Logic cells by family:
The bar under the picture is 20 um long.
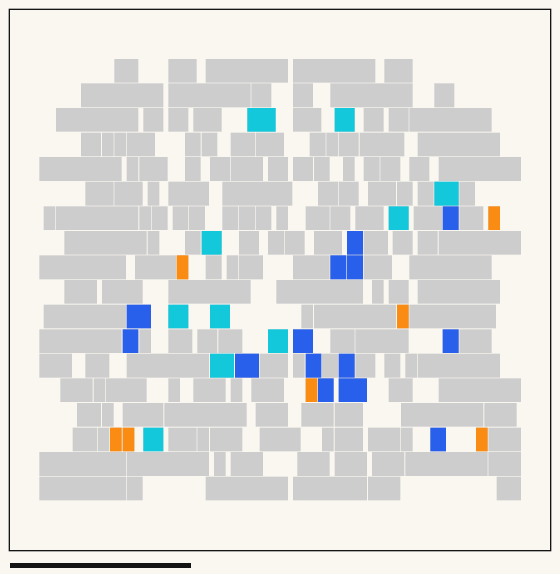
Ports around the boundary:
Pins as bars across the die edge, other pins in gray.
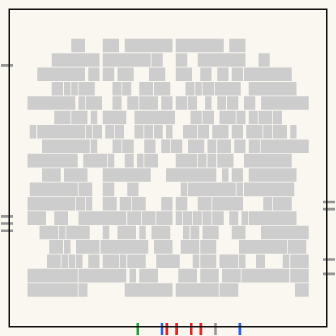
Metal layers overlaid:
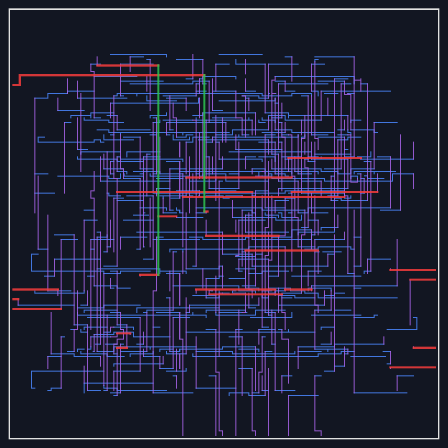
Sequential cells grouped by signal name:
Other sequential cells in the stronger gray, the rest of the logic in the fainter gray.
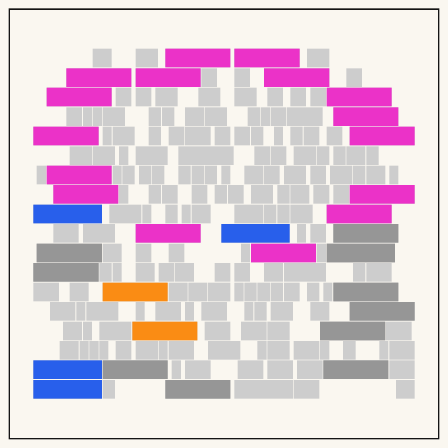
[config.mk]
export PLATFORM = sky130hd
export DESIGN_NAME = reset_release_sequencer
export DESIGN_NICKNAME = d
export VERILOG_FILES = /design/src/rtl/reset_release_sequencer.sv
export SDC_FILE = /design/constraint.sdc
export NUM_CORES = 1
export LEC_CHECK = 0
export CAP_MARGIN = 5
export CORE_MARGIN = 3
export CORE_UTILIZATION = 61
export DETAILED_ROUTE_END_ITERATION = 7
export PLACE_DENSITY = 0.84
export SLEW_MARGIN = 20
export SYNTH_ARGS = -nofsm -noshare
export SYNTH_HDL_FRONTEND = slang
export SYNTH_SLANG_ARGS = --single-unit
[constraint.sdc]
create_clock -name clk -period 3.5 [get_ports clk]
set_input_delay 0.7 -clock clk [delete_from_list [all_inputs] [get_ports clk]]
set_output_delay 0.7 -clock clk [all_outputs]
set_load 0.02 [all_outputs]
[src/rtl/reset_release_sequencer.sv]
// reset_release_sequencer
//   Takes the board-level asynchronous reset and synchronises its release.
//   It then holds every downstream domain in reset for HOLD_CYCLES and
//   releases the NUM_STAGES domains one at a time, in order 0..NUM_STAGES-1.
//   Each stage must acknowledge on stage_ready before the next stage is
//   released. A stage that does not answer within TIMEOUT_CYCLES puts every
//   domain back into reset and raises a sticky error.
//
// Ports
//   clk          system clock
//   reset_n      asynchronous assert, active-low; release synchronised here
//   soft_reset   synchronous active-high request to rerun the whole sequence
//   stage_ready  per-domain init-done, synchronous to clk
//   stage_reset  per-domain reset, active-high, registered
//   all_ready    every stage released and acknowledged
//   busy         sequence in progress (hold or waiting on a stage)
//   timeout_err  sticky stage-timeout / ready-loss flag
//   err_stage    index of the failing stage
//
// Build option
//   RST_SEQ_READY_MON_EN : once all stages are up, any stage_ready going low
//                          triggers the error state. Without it, the all-ready
//                          state is kept until soft_reset or reset_n.
module reset_release_sequencer #(
  parameter int unsigned NUM_STAGES     = 4,
  parameter int unsigned SYNC_STAGES    = 2,
  parameter int unsigned HOLD_CYCLES    = 100,
  parameter int unsigned TIMEOUT_CYCLES = 65535,
  localparam int unsigned SW = (NUM_STAGES > 1) ? $clog2(NUM_STAGES) : 1
) (
  input  logic                  clk,
  input  logic                  reset_n,
  input  logic                  soft_reset,
  input  logic [NUM_STAGES-1:0] stage_ready,
  output logic [NUM_STAGES-1:0] stage_reset,
  output logic                  all_ready,
  output logic                  busy,
  output logic                  timeout_err,
  output logic [SW-1:0]         err_stage
);

  localparam int unsigned CMAX = (HOLD_CYCLES > TIMEOUT_CYCLES) ? HOLD_CYCLES : TIMEOUT_CYCLES;
  localparam int unsigned CW   = $clog2(CMAX + 1);
  localparam int unsigned TO_M1 = (TIMEOUT_CYCLES == 0) ? 0 : TIMEOUT_CYCLES - 1;

  localparam logic [CW-1:0] HOLD_LAST = CW'(HOLD_CYCLES - 1);
  localparam logic [CW-1:0] TO_LAST   = CW'(TO_M1);
  localparam logic [CW-1:0] CNT_MAX   = '1;
  localparam logic [SW-1:0] LAST_IDX  = SW'(NUM_STAGES - 1);

  typedef enum logic [1:0] {
    S_HOLD,
    S_WAIT,
    S_DONE,
    S_ERROR
  } state_t;

  logic [SYNC_STAGES-1:0] sync_q;
  logic                   run;

  state_t                 state_q, state_d;
  logic [CW-1:0]          cnt_q, cnt_d, cnt_inc;
  logic [SW-1:0]          idx_q, idx_d;
  logic                   ign_q, ign_d;
  logic [NUM_STAGES-1:0]  stage_reset_d;
  logic                   all_ready_d, busy_d, timeout_err_d;
  logic [SW-1:0]          err_stage_d;
  logic                   ready_now;

  // Release synchroniser: run goes high SYNC_STAGES edges after reset_n rises.
  always_ff @(posedge clk or negedge reset_n) begin
    if (!reset_n) begin
      sync_q <= '0;
    end else begin
      sync_q <= {sync_q[SYNC_STAGES-2:0], 1'b1};
    end
  end

  assign run = sync_q[SYNC_STAGES-1];

`ifdef RST_SEQ_READY_MON_EN
  logic [SW-1:0] low_idx;

  // Scan downwards so the lowest dropped index is the one that remains.
  always_comb begin
    low_idx = '0;
    for (int unsigned i = NUM_STAGES; i > 0; i--) begin
      if (!stage_ready[i-1]) begin
        low_idx = SW'(i - 1);
      end
    end
  end
`endif

  assign cnt_inc = (cnt_q == CNT_MAX) ? cnt_q : cnt_q + CW'(1);

  // A freshly released domain still reports its pre-release ready during
  // its first cycle out of reset, so that one sample is masked.
  assign ready_now = stage_ready[idx_q] && !ign_q;

  always_comb begin
    state_d       = state_q;
    cnt_d         = cnt_q;
    idx_d         = idx_q;
    ign_d         = 1'b0;
    stage_reset_d = stage_reset;
    timeout_err_d = timeout_err;
    err_stage_d   = err_stage;

    if (!run || soft_reset) begin
      state_d       = S_HOLD;
      cnt_d         = '0;
      idx_d         = '0;
      stage_reset_d = '1;
      timeout_err_d = 1'b0;
      err_stage_d   = '0;
    end else begin
      case (state_q)
        S_HOLD: begin
          if (cnt_q == HOLD_LAST) begin
            stage_reset_d[0] = 1'b0;
            idx_d            = '0;
            cnt_d            = '0;
            ign_d            = 1'b1;
            state_d          = S_WAIT;
          end else begin
            cnt_d = cnt_inc;
          end
        end
        S_WAIT: begin
          cnt_d = cnt_inc;
          // Ready is checked before the timeout, so it wins on the same edge.
          if (ready_now) begin
            if (idx_q == LAST_IDX) begin
              state_d = S_DONE;
            end else begin
              stage_reset_d[idx_q + SW'(1)] = 1'b0;
              idx_d = idx_q + SW'(1);
              cnt_d = '0;
              ign_d = 1'b1;
            end
          end else if ((TIMEOUT_CYCLES != 0) && (cnt_q == TO_LAST)) begin
            state_d       = S_ERROR;
            stage_reset_d = '1;
            timeout_err_d = 1'b1;
            err_stage_d   = idx_q;
          end
        end
        S_DONE: begin
`ifdef RST_SEQ_READY_MON_EN
          if (!(&stage_ready)) begin
            state_d       = S_ERROR;
            stage_reset_d = '1;
            timeout_err_d = 1'b1;
            err_stage_d   = low_idx;
          end
`endif
        end
        default: begin
          state_d = S_ERROR;
        end
      endcase
    end

    all_ready_d = (state_d == S_DONE);
    busy_d      = (state_d == S_HOLD) || (state_d == S_WAIT);
  end

  always_ff @(posedge clk or negedge reset_n) begin
    if (!reset_n) begin
      state_q     <= S_HOLD;
      cnt_q       <= '0;
      idx_q       <= '0;
      ign_q       <= 1'b0;
      stage_reset <= '1;
      all_ready   <= 1'b0;
      busy        <= 1'b1;
      timeout_err <= 1'b0;
      err_stage   <= '0;
    end else begin
      state_q     <= state_d;
      cnt_q       <= cnt_d;
      idx_q       <= idx_d;
      ign_q       <= ign_d;
      stage_reset <= stage_reset_d;
      all_ready   <= all_ready_d;
      busy        <= busy_d;
      timeout_err <= timeout_err_d;
      err_stage   <= err_stage_d;
    end
  end

endmodule

==> impl_metrics.py <==
# Synthesis and PnR figures
metrics = {
    "timing": {
        "final.min_clock_period_ps": 2200,
        "rsz0062_at_grt": "no",
        "finalSetupViolCount": 0,
        "worstMarginPinSlew_ps": 538,
        "timing.final.hold_violations": 0,
    },
    "job": {
        "max_cap_violations": 0,
    },
    "drt": {
        "drcViolationCount": 0,
        "initialDrtViolationCount": 70,
    },
    "setup_path": {
        "kind_of_start_point_of_the_critical_path": "input pin",
        "worstSetupEndpoint": "stage_reset[0]",
        "rrSetupSlack_ps": 1450,
        "class_of_the_most_critical_setup_path": "in2reg",
    },
    "final_layout": {
        "number_of_filler_instances_in_the_final_layout": 189,
        "most-common-layout-cells": "sky130_fd_sc_hd__dfrtp_1 (27), sky130_fd_sc_hd__clkdlybuf4s50_1 (15), sky130_fd_sc_hd__nor2_1 (14)",
        "layout_cell_share_with_drive_strength_beyond_1_pct": 14.4,
        "largest_register_ff_count": 16,
        "area.combinational_um2": 893,
    },
    "synth": {
        "aoi_share_pct": 8.66,
        "synth_stat.cells": 177,
        "yosysSeqAreaShare_pct": 45.8,
        "ys_dominant_reg_cell": "sky130_fd_sc_hd__dfrtp_1",
        "post_synth_inst_count": 177,
    },
    "clocking": {
        "cts-buffers-inserted": 5,
        "cts_hold_buffers": 0,
        "tritoncts": "built",
        "worstSkewPairLatency_ps": 320,
        "maximum_count_of_clock_buffers_along_a_single_path": 2,
    },
    "floorplanning": {
        "ios": 16,
        "floorplan.tapcells": 30,
        "placementRows": 18,
    },
    "placement": {
        "placedInstanceArea_um2": 1920,
    },
    "power_and_ir_drop": {
        "dominant_power_group": "registers",
        "pg_clk_mw": 0.212,
        "clkPwrFrac_pct": 34.0,
        "comb_power_mw": 0.0359,
        "worst_ir_drop_vdd_v": 0.000313,
    },
    "outcome": {
        "result_of_the_run": "finished, final reports clean",
    },
    "global_route": {
        "antenna_found_initial": 0,
    },
    "min_path": {
        "timing.hold.worst.start": "sync_q[0]",
    },
}
-- 'logic cells by family' (at the start) --
and/or cells -> cyan  # cells 10
aoi and oai cells -> blue  # cells 14
inv cells -> orange  # cells 7
non-filler cells in the finished layout: 225
most instantiated logic cell after routing: sky130_fd_sc_hd__dfrtp_1
share of cell area taken by multi-input logic gates: 45.1%

-- 'ports around the boundary' (at the start) --
err_stage -> blue  # pins 2, direction output, edge bottom
soft_reset -> green  # pins 1, direction input, edge bottom
stage_ready -> red  # pins 4, direction input, edge bottom
Port Buf Inserts: 15
Die Width: 59.8 um
Chip Height: 59.8 um

-- 'metal layers overlaid' (at the start) --
metal 3 -> red  # wire length 201 um
metal 2 -> purple  # wire length 1,600 um
metal 4 -> green  # wire length 48.3 um
metal 1 -> blue  # wire length 1,630 um
Routed Wire Length: 3480 um
vias: 1,343
Overall Global Routing Usage: 23.1%
average detailed-routed wire length per instance: 15.4 um

-- 'sequential cells grouped by signal name' (at the start) --
stage_reset -> blue  # sequential cells 4
idx_q -> orange  # sequential cells 2
cnt_q -> magenta  # sequential cells 16
sequential group power: 0.376 mW
fraction of area in registers: 40.7%
post-layout util: 75.8%
register area: 807 um^2

## cells in the mapped netlist (2+ instances only)
cell                       count
sky130_fd_sc_hd__a21o_1        3
sky130_fd_sc_hd__a21oi_1       5
sky130_fd_sc_hd__and2_1        2
sky130_fd_sc_hd__and3_1        5
sky130_fd_sc_hd__clkbuf_1      2
sky130_fd_sc_hd__dfrtp_1      27
sky130_fd_sc_hd__dfstp_2       5
sky130_fd_sc_hd__ha_1          6
sky130_fd_sc_hd__inv_1         7
sky130_fd_sc_hd__mux2i_1       2
sky130_fd_sc_hd__nand2_1       8
sky130_fd_sc_hd__nand2b_1      2
sky130_fd_sc_hd__nand3_1      10
sky130_fd_sc_hd__nand3b_1      2
sky130_fd_sc_hd__nand4_1       6
sky130_fd_sc_hd__nor2_1       14
sky130_fd_sc_hd__nor2_2       10
sky130_fd_sc_hd__nor3_1       11
sky130_fd_sc_hd__nor3b_1       2
sky130_fd_sc_hd__nor4_1        5
sky130_fd_sc_hd__o21ai_1       4
sky130_fd_sc_hd__xnor2_1      13
## critical path: stages
cell	delay, ps
sky130_fd_sc_hd__clkdlybuf4s50_1	400
sky130_fd_sc_hd__mux4_2	490
sky130_fd_sc_hd__a211o_1	320
sky130_fd_sc_hd__o22ai_1	210
sky130_fd_sc_hd__mux2_1	330
## per-stage QoR
stage	cells	hold WS, ps
2_1_floorplan	177	331
3_3_place_gp	217	334
3_5_place_dp	217	348
4_1_cts	225	370
5_1_grt	225	379
6_report	225	368
## layer usage
metal / track usage (%) / up-vias / part of all wire, %
met3: 4.75 / 5 / 5.8
met4: 7.59 / 0 / 1.4
li1: - / 658 / -
met2: 36.7 / 38 / 46
met5: 0 / - / 0
met1: 31.6 / 642 / 47
Power and IR drop assume default switching activity.
